### config.mk
export PLATFORM = sky130hd
export DESIGN_NAME = way_fill_router
export DESIGN_NICKNAME = d
export VERILOG_FILES = /design/src/rtl/way_fill_pkg.sv /design/src/rtl/way_dec2to4.sv /design/src/rtl/way_fill_router.sv
export SDC_FILE = /design/constraint.sdc
export NUM_CORES = 1
export LEC_CHECK = 0
export CAP_MARGIN = 5
export CORE_MARGIN = 10
export CORE_UTILIZATION = 30
export DETAILED_ROUTE_END_ITERATION = 8
export GPL_TIMING_DRIVEN = 0
export PLACE_DENSITY = 0.61
export SLEW_MARGIN = 20
export SYNTH_ARGS = -nofsm -noshare
export SYNTH_HDL_FRONTEND = slang
export SYNTH_SLANG_ARGS = --single-unit
export TNS_END_PERCENT = 10
### constraint.sdc
create_clock -name clk -period 3.9 [get_ports clk]
set_input_delay 0.585 -clock clk [delete_from_list [all_inputs] [get_ports clk]]
set_output_delay 0.585 -clock clk [all_outputs]
set_load 0.03 [all_outputs]
### src/rtl/way_fill_pkg.sv
// way_fill_pkg: shared types and constants for the way fill router.
//   state_t   : refill sequencer states IDLE / FILL / DONE
//   NUM_WAYS  : number of data-array ways
//   WAY_SEL_W : width of a way select
package way_fill_pkg;
  localparam int NUM_WAYS  = 4;
  localparam int WAY_SEL_W = 2;
  typedef enum logic [1:0] {IDLE, FILL, DONE} state_t;
endpackage

### src/rtl/way_dec2to4.sv
// way_dec2to4: 2-bit way select plus enable to 4-bit one-hot way enable.
//   i_sel    : way select 0..3
//   i_en     : enable; low forces an all-zero output
//   o_onehot : one-hot way enable
module way_dec2to4
  import way_fill_pkg::*;
(
  input  logic [WAY_SEL_W-1:0] i_sel,
  input  logic                 i_en,
  output logic [NUM_WAYS-1:0]  o_onehot
);
  assign o_onehot = i_en ? ({{(NUM_WAYS-1){1'b0}}, 1'b1} << i_sel) : '0;
endmodule

### src/rtl/way_fill_router.sv
// way_fill_router: steers a BEATS-beat cache line refill into one of 4 way RAMs.
//   clk, rst_n            : clock, async active-low reset
//   fill_req/idx/way      : start a fill of set fill_idx into way fill_way (IDLE only)
//   in_valid/data/ready   : refill beat handshake
//   way_we/idx/off/data   : registered one-hot RAM write port
//   busy, done            : fill in progress, one-cycle line-complete pulse
//   WAY_FILL_PARITY_EN    : adds in_par (even parity of in_data) and sticky par_err
module way_fill_router
  import way_fill_pkg::*;
#(
  parameter int W     = 64,
  parameter int BEATS = 4,
  parameter int IDX_W = 6
) (
  input  logic                     clk,
  input  logic                     rst_n,
  input  logic                     fill_req,
  input  logic [IDX_W-1:0]         fill_idx,
  input  logic [WAY_SEL_W-1:0]     fill_way,
  input  logic                     in_valid,
  input  logic [W-1:0]             in_data,
  output logic                     in_ready,
  output logic [NUM_WAYS-1:0]      way_we,
  output logic [IDX_W-1:0]         way_idx,
  output logic [$clog2(BEATS)-1:0] way_off,
  output logic [W-1:0]             way_data,
  output logic                     busy,
  output logic                     done
`ifdef WAY_FILL_PARITY_EN
  ,
  input  logic                     in_par,
  output logic                     par_err
`endif
);
  localparam int OFF_W = $clog2(BEATS);
  state_t                r_state;
  logic [IDX_W-1:0]      r_idx_lat;
  logic [WAY_SEL_W-1:0]  r_way_lat;
  logic [OFF_W-1:0]      r_cnt;
  logic                  w_acc;
  logic                  w_last;
  logic                  w_start;
  logic [NUM_WAYS-1:0]   w_we;
  assign in_ready = r_state == FILL;
  assign busy     = r_state != IDLE;
  assign w_acc    = in_valid && in_ready;
  assign w_last   = r_cnt == OFF_W'(BEATS - 1);
  assign w_start  = r_state == IDLE && fill_req;
  way_dec2to4 u_dec (
    .i_sel    (r_way_lat),
    .i_en     (w_acc),
    .o_onehot (w_we)
  );
  always_ff @(posedge clk or negedge rst_n) begin
    if (!rst_n) begin
      r_state   <= IDLE;
      r_idx_lat <= '0;
      r_way_lat <= '0;
      r_cnt     <= '0;
      way_we    <= '0;
      way_idx   <= '0;
      way_off   <= '0;
      way_data  <= '0;
      done      <= 1'b0;
    end else begin
      way_we <= w_we;
      done   <= w_acc && w_last;
      if (w_acc) begin
        way_idx  <= r_idx_lat;
        way_off  <= r_cnt;
        way_data <= in_data;
        r_cnt    <= r_cnt + 1'b1;
      end
      case (r_state)
        IDLE: if (fill_req) begin
          r_state   <= FILL;
          r_idx_lat <= fill_idx;
          r_way_lat <= fill_way;
          r_cnt     <= '0;
        end
        FILL:    if (w_acc && w_last) r_state <= DONE;
        default: r_state <= IDLE;
      endcase
    end
  end
`ifdef WAY_FILL_PARITY_EN
  // The beat is written regardless; the error only flags the line as suspect.
  always_ff @(posedge clk or negedge rst_n) begin
    if (!rst_n) par_err <= 1'b0;
    else if (w_start) par_err <= 1'b0;
    else if (w_acc && ((^in_data) != in_par)) par_err <= 1'b1;
  end
`else
  logic w_unused;
  assign w_unused = w_start;
`endif
endmodule

==> reports/qor.csv, run 1 <==
stage;metric;value;unit
final_timing;worst hold margin;0.125;ns
die;die height;128;um
clock_network;Hold-fix buffers, CTS;0;
drt;met3 routed WL;837;um
final_layout;buffer share of cell area;29.5;%
pwr;Pwr top;combinational cells;
final_layout;clk tree area frac;5.76;%
pwr;clock group share of total power;18.9;%
final_layout;combinational share of cell area;21.7;%
yosys;post-synthesis cell area;0.00351;mm^2
drt;top sig layer;met4;
place;placed cells;496;
final_layout;inverters;0;
drt;via/cell ratio;4.42;
global_route;initial antenna violation count;0;
global_route;grt ovf;0;
final_timing;Fmax;427;MHz
final_timing;Tcrit/Tclk final;60.1;%
final_layout;largest registers;way_data x64, r_idx_lat x6, way_idx x6;
final_layout;n_diodes;0;
critical_path;r2r startpoint;r_state[0]$_DFFE_PN0P_;
pwr;Int Power;0.00312;W
yosys;Post-Synth Adder-Cell Area;0.356;%
drt;metal2 WL;4.43;mm
final_layout;layout filler cell count;1012;
clock_network;Clock Pin Slew Worst Setup and Hold Paths;0.06;ns
global_route;M2 GR Usage;17.3;%
place;pre-CTS setup slack;1.58;ns
clock_network;CTS tree;built;
yosys;ys flop type;dfrtp_1;
die;die area;0.0164;mm^2
final_layout;Layout Area Growth over Synthesis;58.9;%
status;status;complete, no violations;
yosys;Cell Type Count;19;
clock_network;post_cts resized;0;
final_layout;CLK BUF;11;
final_layout;max FFs per register;64;
final_timing;total negative setup slack;0;ns
yosys;Yosys chip area;0.00351;mm^2
critical_path;Req. time, crit path;3.31;ns
hold_path;worst min path class;in2async;
yosys;Post-synth top cells;89 x dfrtp_1, 41 x mux2_2, 39 x mux2_4, 5 x buf_6, 4 x buf_2;
pwr;Power Density;878;mW/mm^2
yosys;EDFF count, synth;0;
yosys;Syn Inst Count;198;
yosys;and-or/or-and share of the synthesized area;0.890;%
place;placed inst area;0.00526;mm^2
run;number of max-cap violations;0;
yosys;XOR/XNOR Area Share;0;%
final_timing;Final min period;2.34;ns
yosys;yosys warns;0;
drt;DRT iter0 DRCs;88;
die;Ports;155;
die;FP Util;30.6;%
final_timing;clk_skew;0.00394;ns
yosys;yosys simple share;3.38;%
yosys;syn_nets;275;
final_layout;comb_multi_in;100;
pwr;sequential power share;31.5;%
final_timing;Final setup violation count;0;
drt;antenna viol nets, final;0;
final_timing;final hold violation count;0;
final_layout;Biggest register;way_data;
die;tap cells;143;
critical_path;delay-heaviest family, CP;buffers and inverters;
clock_network;Num Clock Sinks;89;
final_layout;Top Layout Cells;153 x clkdlybuf4s50_1, 89 x dfrtp_1, 41 x mux2_2;
global_route;met1 Usage GRT;13.2;%
pwr;Net Sw Frac;36.4;%
pwr;leakage;2.43;nW
yosys;top cells by area;dfrtp_1 63%, mux2_4 17%, mux2_2 13%, buf_6 1.6%, and3b_1 0.75%;
drt;1st-pass router iterations;2;
critical_path;Worst Setup EP;busy;
global_route;first-pass GRT wire length;14.4;mm
pwr;combinational power;0.00243;W
final_layout;seq_cells;89;
global_route;total track usage;11.0;%
final_layout;Final #Nets;441;
final_layout;most instantiated logic cell after routing;clkdlybuf4s50_1;
global_route;largest net degree at the start of global routing;60;
die;Die Span X;128;um
critical_path;worst path arrival time;1.76;ns
drt;met1 wire length;3.86;mm
critical_path;crit path kind;reg2out;
yosys;top comb family, area;multiplexers;
pwr;Pwr Total;0.00490;W
critical_path;worst path bufs/invs;2;
pwr;NetSw;0.00178;W
run;number of OpenROAD warnings;26;
pwr;Clock net power;0.000925;W
clock_network;Setup Buffers After CTS;0;
clock_network;CTS H-Tree Depth;3;
critical_path;Worst R2R Path Depth;3;
drt;DRC viols;0;
final_layout;share of post-route cells with drive strength above 1;29.3;%
final_timing;Relative slew margins;52.4;%
yosys;yosys cell count;198;
critical_path;endpoint class of the critical path;output port;
place;DPL Wire Length;6.99;mm
pwr;P_seq;0.00155;W
critical_path;crit path launch;r_state[0]$_DFFE_PN0P_;
critical_path;CP cell instances;buf_2, or2_2, clkdlybuf4s50_1;
yosys;largest area contributor in the netlist;dfrtp_1;
pwr;Peak VDD IR;0.000415;V
clock_network;Max Buffers Root-to-Sink;2;
final_layout;post-route insts no fill;512;
critical_path;RR Endpoint;r_idx_lat[4]$_DFFE_PN0P_;
pwr;Comb pwr share;49.6;%
yosys;mux share of post-synthesis cell area;29.8;%
final_layout;Flop area;0.00223;mm^2
final_timing;RSZ-0062 raised after global routing;no;
critical_path;WP depth;3;
place;gpl congestion;0.692;
clock_network;Num CTS Buffers;9;
critical_path;crit path max fanout;10;
yosys;post-synth top area share;63.4;%
global_route;vias in the first global route;2561;
critical_path;crit-path max cell delay;0.60;ns
die;Row Count;39;
die;Core Area;0.0115;mm^2
clock_network;CTS Root Cell;clkbuf_16;
critical_path;CP max-delay cell;clkdlybuf4s50_1;
final_timing;min setup slack post-route;1.56;ns
final_layout;logic area;0.00121;mm^2
final_timing;Worst Max-Slew Pin Slew;0.711;ns
yosys;async set-reset flop share out of synthesis;100;%
final_layout;Biggest Area Class;registers;
place;port bufs;154;
drt;wire per inst;18.0;um
yosys;most frequent cell after synthesis;dfrtp_1;
final_layout;Seq area share;39.9;%
yosys;Synth flops;89;
final_timing;Pins Over Slew Limit;0;
critical_path;Critical Path Source Type;register;
clock_network;worst skew pair latency;0.33;ns
critical_path;R2R setup slack;2.24;ns
yosys;syn_area_per_cell;17.7;um^2
yosys;sequential share of the synthesized area;63.4;%
Run 1, signal wires on met3:
Scale: 4 px per um.
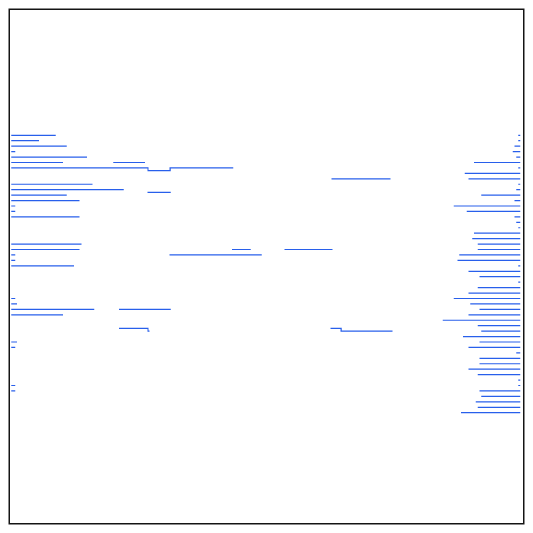
- main direction: horizontal
- longest straight run: 34.0 um
- wire length on this layer: 838 um
- nets with wire on the layer: 80
- share of all routed wire: 9.1%
via count: 2265
WL final: 9.22 mm
GR Layer Usage met3: 5.00%

Run 1, gate-type map:
Scale: 3 px per um.
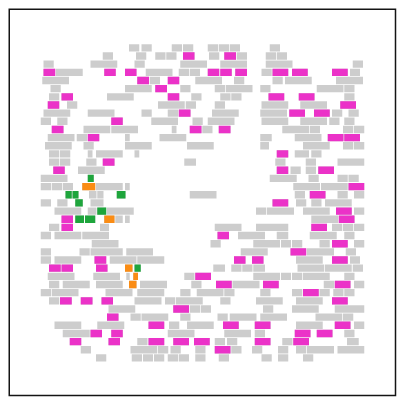
- orange: nor cells (cells 5)
- magenta: mux cells (cells 80; where all over the die)
- green: and/or cells (cells 9; where west)

Run 1, sizing map:
Scale: 3 px per um.
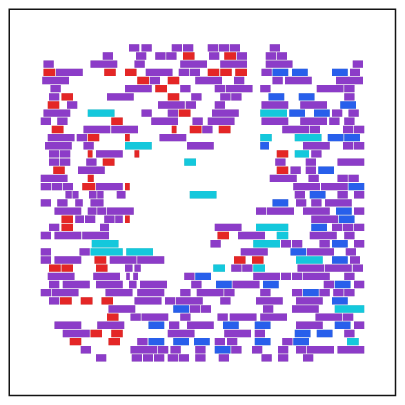
- cyan: x6 and larger (cells 19)
- blue: x3 and x4 (cells 40)
- purple: x1 and smaller (cells 261)
- red: x2 (cells 49)
Design Area, Final: 0.00558 mm^2
Non-CTS buffers: 164

Run 1, track usage over the die:
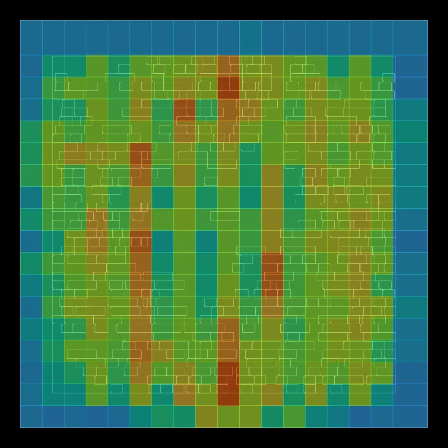
gr busiest metal: met2
post-layout util: 48.7%

==> run 2, diff against run 1 <==
==> constraint.sdc (replaced) <==
create_clock -name clk -period 2.26 [get_ports clk]
set_input_delay 0.339 -clock clk [delete_from_list [all_inputs] [get_ports clk]]
set_output_delay 0.339 -clock clk [all_outputs]
set_load 0.03 [all_outputs]
Run 2, placement by cell class:
Scale: 3 px per um. Fill, decap, tap and diode cells in grey.
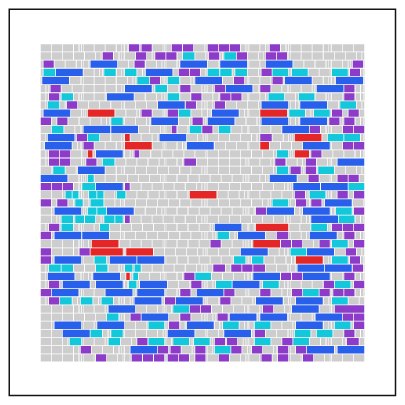
- blue: sequential cells (cells 89; share of their area 41%)
- purple: remaining buffers and delay cells (cells 165; share of their area 31%)
- red: clock drivers and dummy loads (cells 16; share of their area 5.9%)
- cyan: remaining logic cells (cells 100; share of their area 22%)
Row Count: 39
Seq area share: 39.8%
Design Area, Final: 0.00559 mm^2
Core Area: 0.0115 mm^2

Run 2, sizing map:
Scale: 3 px per um.
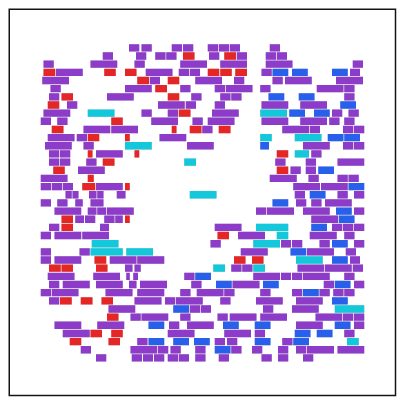
- cyan: x6 and larger (cells 19)
- blue: x3 and x4 (cells 40)
- red: x2 (cells 49)
- purple: x1 and smaller (cells 262)
Layout Area Growth over Synthesis: 59.2%
min setup slack post-route: 0.161 ns
Non-CTS buffers: 165

==> reports/qor.csv, run 2 <==
stage;metric;value;unit
pwr;clock group share of total power;18.9;%
drt;1st-pass router iterations;2;
die;tap cells;143;
yosys;mux share of post-synthesis cell area;29.8;%
die;FP Util;30.6;%
die;die area;0.0164;mm^2
yosys;largest area contributor in the netlist;dfrtp_1;
final_layout;combinational share of cell area;21.6;%
pwr;Net Sw Frac;36.4;%
critical_path;crit path max fanout;10;
final_layout;seq_cells;89;
critical_path;RR Endpoint;r_idx_lat[4]$_DFFE_PN0P_;
yosys;post-synth top area share;63.4;%
critical_path;worst path bufs/invs;2;
final_timing;Fmax;477;MHz
drt;top sig layer;met4;
yosys;top cells by area;dfrtp_1 63%, mux2_4 17%, mux2_2 13%, buf_6 1.6%, and3b_1 0.75%;
yosys;Synth flops;89;
yosys;syn_nets;275;
critical_path;Worst R2R Path Depth;3;
final_layout;Biggest register;way_data;
critical_path;worst path arrival time;1.76;ns
final_timing;Pins Over Slew Limit;0;
yosys;yosys simple share;3.38;%
final_layout;logic area;0.00121;mm^2
critical_path;Worst Setup EP;busy;
run;number of max-cap violations;0;
final_layout;buffer share of cell area;29.6;%
clock_network;CTS tree;built;
final_timing;Tcrit/Tclk final;92.9;%
status;status;complete, no violations;
final_timing;worst hold margin;0.456;ns
yosys;top comb family, area;multiplexers;
pwr;combinational power;0.00420;W
drt;via/cell ratio;4.43;
global_route;gr busiest metal;met2;
pwr;sequential power share;31.5;%
yosys;yosys cell count;198;
clock_network;post_cts resized;0;
final_layout;post-layout util;48.8;%
final_timing;clk_skew;0.00376;ns
final_layout;Biggest Area Class;registers;
final_timing;Relative slew margins;52.4;%
place;port bufs;154;
final_layout;clk tree area frac;5.75;%
drt;DRT iter0 DRCs;83;
critical_path;endpoint class of the critical path;output port;
clock_network;Num CTS Buffers;9;
global_route;met1 Usage GRT;13.2;%
yosys;most frequent cell after synthesis;dfrtp_1;
drt;met3 routed WL;837;um
drt;met1 wire length;3.86;mm
clock_network;Setup Buffers After CTS;0;
drt;DRC viols;0;
global_route;total track usage;11.1;%
final_layout;share of post-route cells with drive strength above 1;29.2;%
run;number of OpenROAD warnings;26;
yosys;Post-Synth Adder-Cell Area;0.356;%
final_layout;comb_multi_in;100;
pwr;Power Density;1510;mW/mm^2
yosys;yosys warns;0;
critical_path;Req. time, crit path;1.92;ns
die;die height;128;um
drt;via count;2271;
drt;wire per inst;18.0;um
final_layout;layout filler cell count;1011;
critical_path;WP depth;3;
place;pre-CTS setup slack;0.186;ns
yosys;Yosys chip area;0.00351;mm^2
place;gpl congestion;0.692;
place;DPL Wire Length;6.99;mm
global_route;M2 GR Usage;17.3;%
==> run 3, diff against run 2 <==
--- a/config.mk
+++ b/config.mk
@@ -7,11 +7,11 @@
 export LEC_CHECK = 0
 export CAP_MARGIN = 5
 export CORE_MARGIN = 10
-export CORE_UTILIZATION = 30
+export CORE_UTILIZATION = 25
 export DETAILED_ROUTE_END_ITERATION = 8
 export GPL_TIMING_DRIVEN = 0
-export PLACE_DENSITY = 0.61
-export SLEW_MARGIN = 20
+export PLACE_DENSITY = 0.52
+export SLEW_MARGIN = 25
 export SYNTH_ARGS = -nofsm -noshare
 export SYNTH_HDL_FRONTEND = slang
 export SYNTH_SLANG_ARGS = --single-unit
Run 3, track usage over the die:
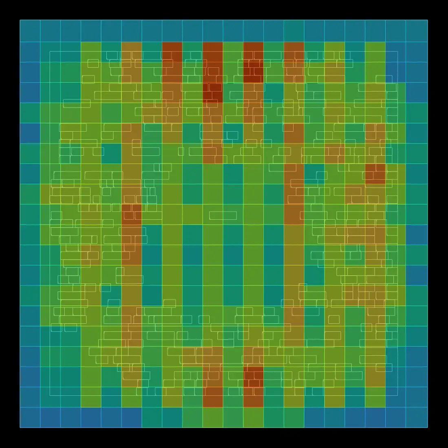
met1 Usage GRT: 12.4%
GR Layer Usage met3: 3.60%
total track usage: 9.75%

Run 3, sizing map:
Scale: 3 px per um.
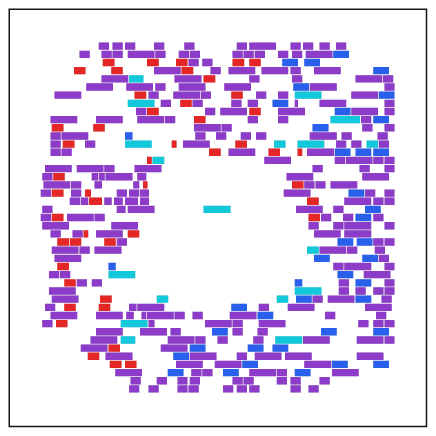
- cyan: x6 and larger (cells 18)
- blue: x3 and x4 (cells 42)
- purple: x1 and smaller (cells 262)
- red: x2 (cells 48)
Layout Area Growth over Synthesis: 59.5%
min setup slack post-route: 0.164 ns
Design Area, Final: 0.00560 mm^2

==> reports/qor.csv, run 3 <==
stage;metric;value;unit
status;status;complete, no violations;
pwr;Pwr top;combinational cells;
die;Die Span X;139;um
yosys;sequential share of the synthesized area;63.4;%
yosys;EDFF count, synth;0;
final_layout;comb_multi_in;100;
yosys;largest area contributor in the netlist;dfrtp_1;
final_timing;Final min period;2.10;ns
final_layout;combinational share of cell area;21.6;%
die;die height;139;um
yosys;yosys simple share;3.38;%
final_timing;final hold violation count;0;
pwr;sequential power share;32.1;%
final_layout;Top Layout Cells;153 x clkdlybuf4s50_1, 89 x dfrtp_1, 41 x mux2_2;
critical_path;endpoint class of the critical path;output port;
clock_network;Num CTS Buffers;9;
drt;WL final;9.17;mm
global_route;first-pass GRT wire length;14.9;mm
clock_network;CTS H-Tree Depth;3;
yosys;Post-Synth Adder-Cell Area;0.356;%
yosys;Cell Type Count;19;
critical_path;crit path max fanout;10;
final_timing;total negative setup slack;0;ns
critical_path;Worst Setup EP;busy;
yosys;post-synth top area share;63.4;%
drt;metal2 WL;4.22;mm
clock_network;Setup Buffers After CTS;0;
final_layout;CLK BUF;12;
yosys;syn_area_per_cell;17.7;um^2
die;die area;0.0192;mm^2
critical_path;CP cell instances;buf_2, or2_2, clkdlybuf4s50_1;
critical_path;Req. time, crit path;1.92;ns
pwr;Peak VDD IR;0.000533;V
critical_path;R2R setup slack;0.63;ns
place;placed cells;533;
final_layout;n_diodes;0;
drt;antenna viol nets, final;0;
final_layout;post-route insts no fill;550;
final_layout;most instantiated logic cell after routing;clkdlybuf4s50_1;
final_timing;Tcrit/Tclk final;92.8;%
yosys;XOR/XNOR Area Share;0;%
yosys;top cells by area;dfrtp_1 63%, mux2_4 17%, mux2_2 13%, buf_6 1.6%, and3b_1 0.75%;
critical_path;worst path arrival time;1.76;ns
final_layout;Seq area share;39.7;%
global_route;largest net degree at the start of global routing;51;
drt;met3 routed WL;794;um
final_layout;inverters;0;
final_timing;RSZ-0062 raised after global routing;no;
yosys;Synth flops;89;
final_timing;Pins Over Slew Limit;0;
pwr;P_seq;0.00265;W
clock_network;Max Buffers Root-to-Sink;2;
critical_path;crit-path max cell delay;0.61;ns
yosys;yosys warns;0;
place;placed inst area;0.00531;mm^2
yosys;Syn Inst Count;198;
die;Core Area;0.0138;mm^2
pwr;Clock net power;0.00141;W
die;Ports;155;
final_layout;share of post-route cells with drive strength above 1;29.2;%
final_timing;Worst Max-Slew Pin Slew;0.667;ns
global_route;gr busiest metal;met2;
critical_path;RR Endpoint;r_idx_lat[4]$_DFFE_PN0P_;
run;number of OpenROAD warnings;26;
pwr;Int Power;0.00519;W
clock_network;worst skew pair latency;0.34;ns
yosys;most frequent cell after synthesis;dfrtp_1;
yosys;and-or/or-and share of the synthesized area;0.890;%
yosys;post-synthesis cell area;0.00351;mm^2
final_layout;largest registers;way_data x64, r_idx_lat x6, way_idx x6;
yosys;syn_nets;275;
global_route;grt ovf;0;
critical_path;CP max-delay cell;clkdlybuf4s50_1;
critical_path;delay-heaviest family, CP;buffers and inverters;
clock_network;post_cts resized;0;
die;FP Util;25.4;%
pwr;combinational power;0.00420;W
place;port bufs;154;
clock_network;Hold-fix buffers, CTS;1;
place;gpl congestion;0.694;
hold_path;worst min path class;in2async;
yosys;top comb family, area;multiplexers;
pwr;Power Density;1470;mW/mm^2
yosys;Post-synth top cells;89 x dfrtp_1, 41 x mux2_2, 39 x mux2_4, 5 x buf_6, 4 x buf_2;
final_layout;Flop area;0.00223;mm^2
final_layout;Final #Nets;442;
final_layout;logic area;0.00121;mm^2
final_layout;layout filler cell count;1282;
pwr;Net Sw Frac;37.1;%
pwr;NetSw;0.00307;W
yosys;async set-reset flop share out of synthesis;100;%
clock_network;Clock Pin Slew Worst Setup and Hold Paths;0.06;ns
drt;top sig layer;met4;
run;number of max-cap violations;0;
final_timing;Final setup violation count;0;
pwr;Pwr Total;0.00826;W
place;DPL Wire Length;6.92;mm
clock_network;CTS tree;built;
global_route;initial antenna violation count;0;
critical_path;Worst R2R Path Depth;3;
pwr;clock group share of total power;17.1;%
drt;1st-pass router iterations;2;
yosys;ys flop type;dfrtp_1;
drt;DRC viols;0;
drt;via/cell ratio;4.12;
yosys;mux share of post-synthesis cell area;29.8;%
place;pre-CTS setup slack;0.207;ns
clock_network;CTS Root Cell;clkbuf_16;
critical_path;WP depth;3;
critical_path;Critical Path Source Type;register;
yosys;yosys cell count;198;
critical_path;crit path launch;r_state[0]$_DFFE_PN0P_;
critical_path;crit path kind;reg2out;
global_route;vias in the first global route;2448;
final_layout;Non-CTS buffers;165;
final_layout;seq_cells;89;
pwr;Comb pwr share;50.8;%
final_timing;Fmax;477;MHz
clock_network;Num Clock Sinks;89;
critical_path;worst path bufs/invs;2;
final_layout;Biggest register;way_data;
die;Row Count;43;
No activity file was given, so power comes from the tool's default toggle rates.
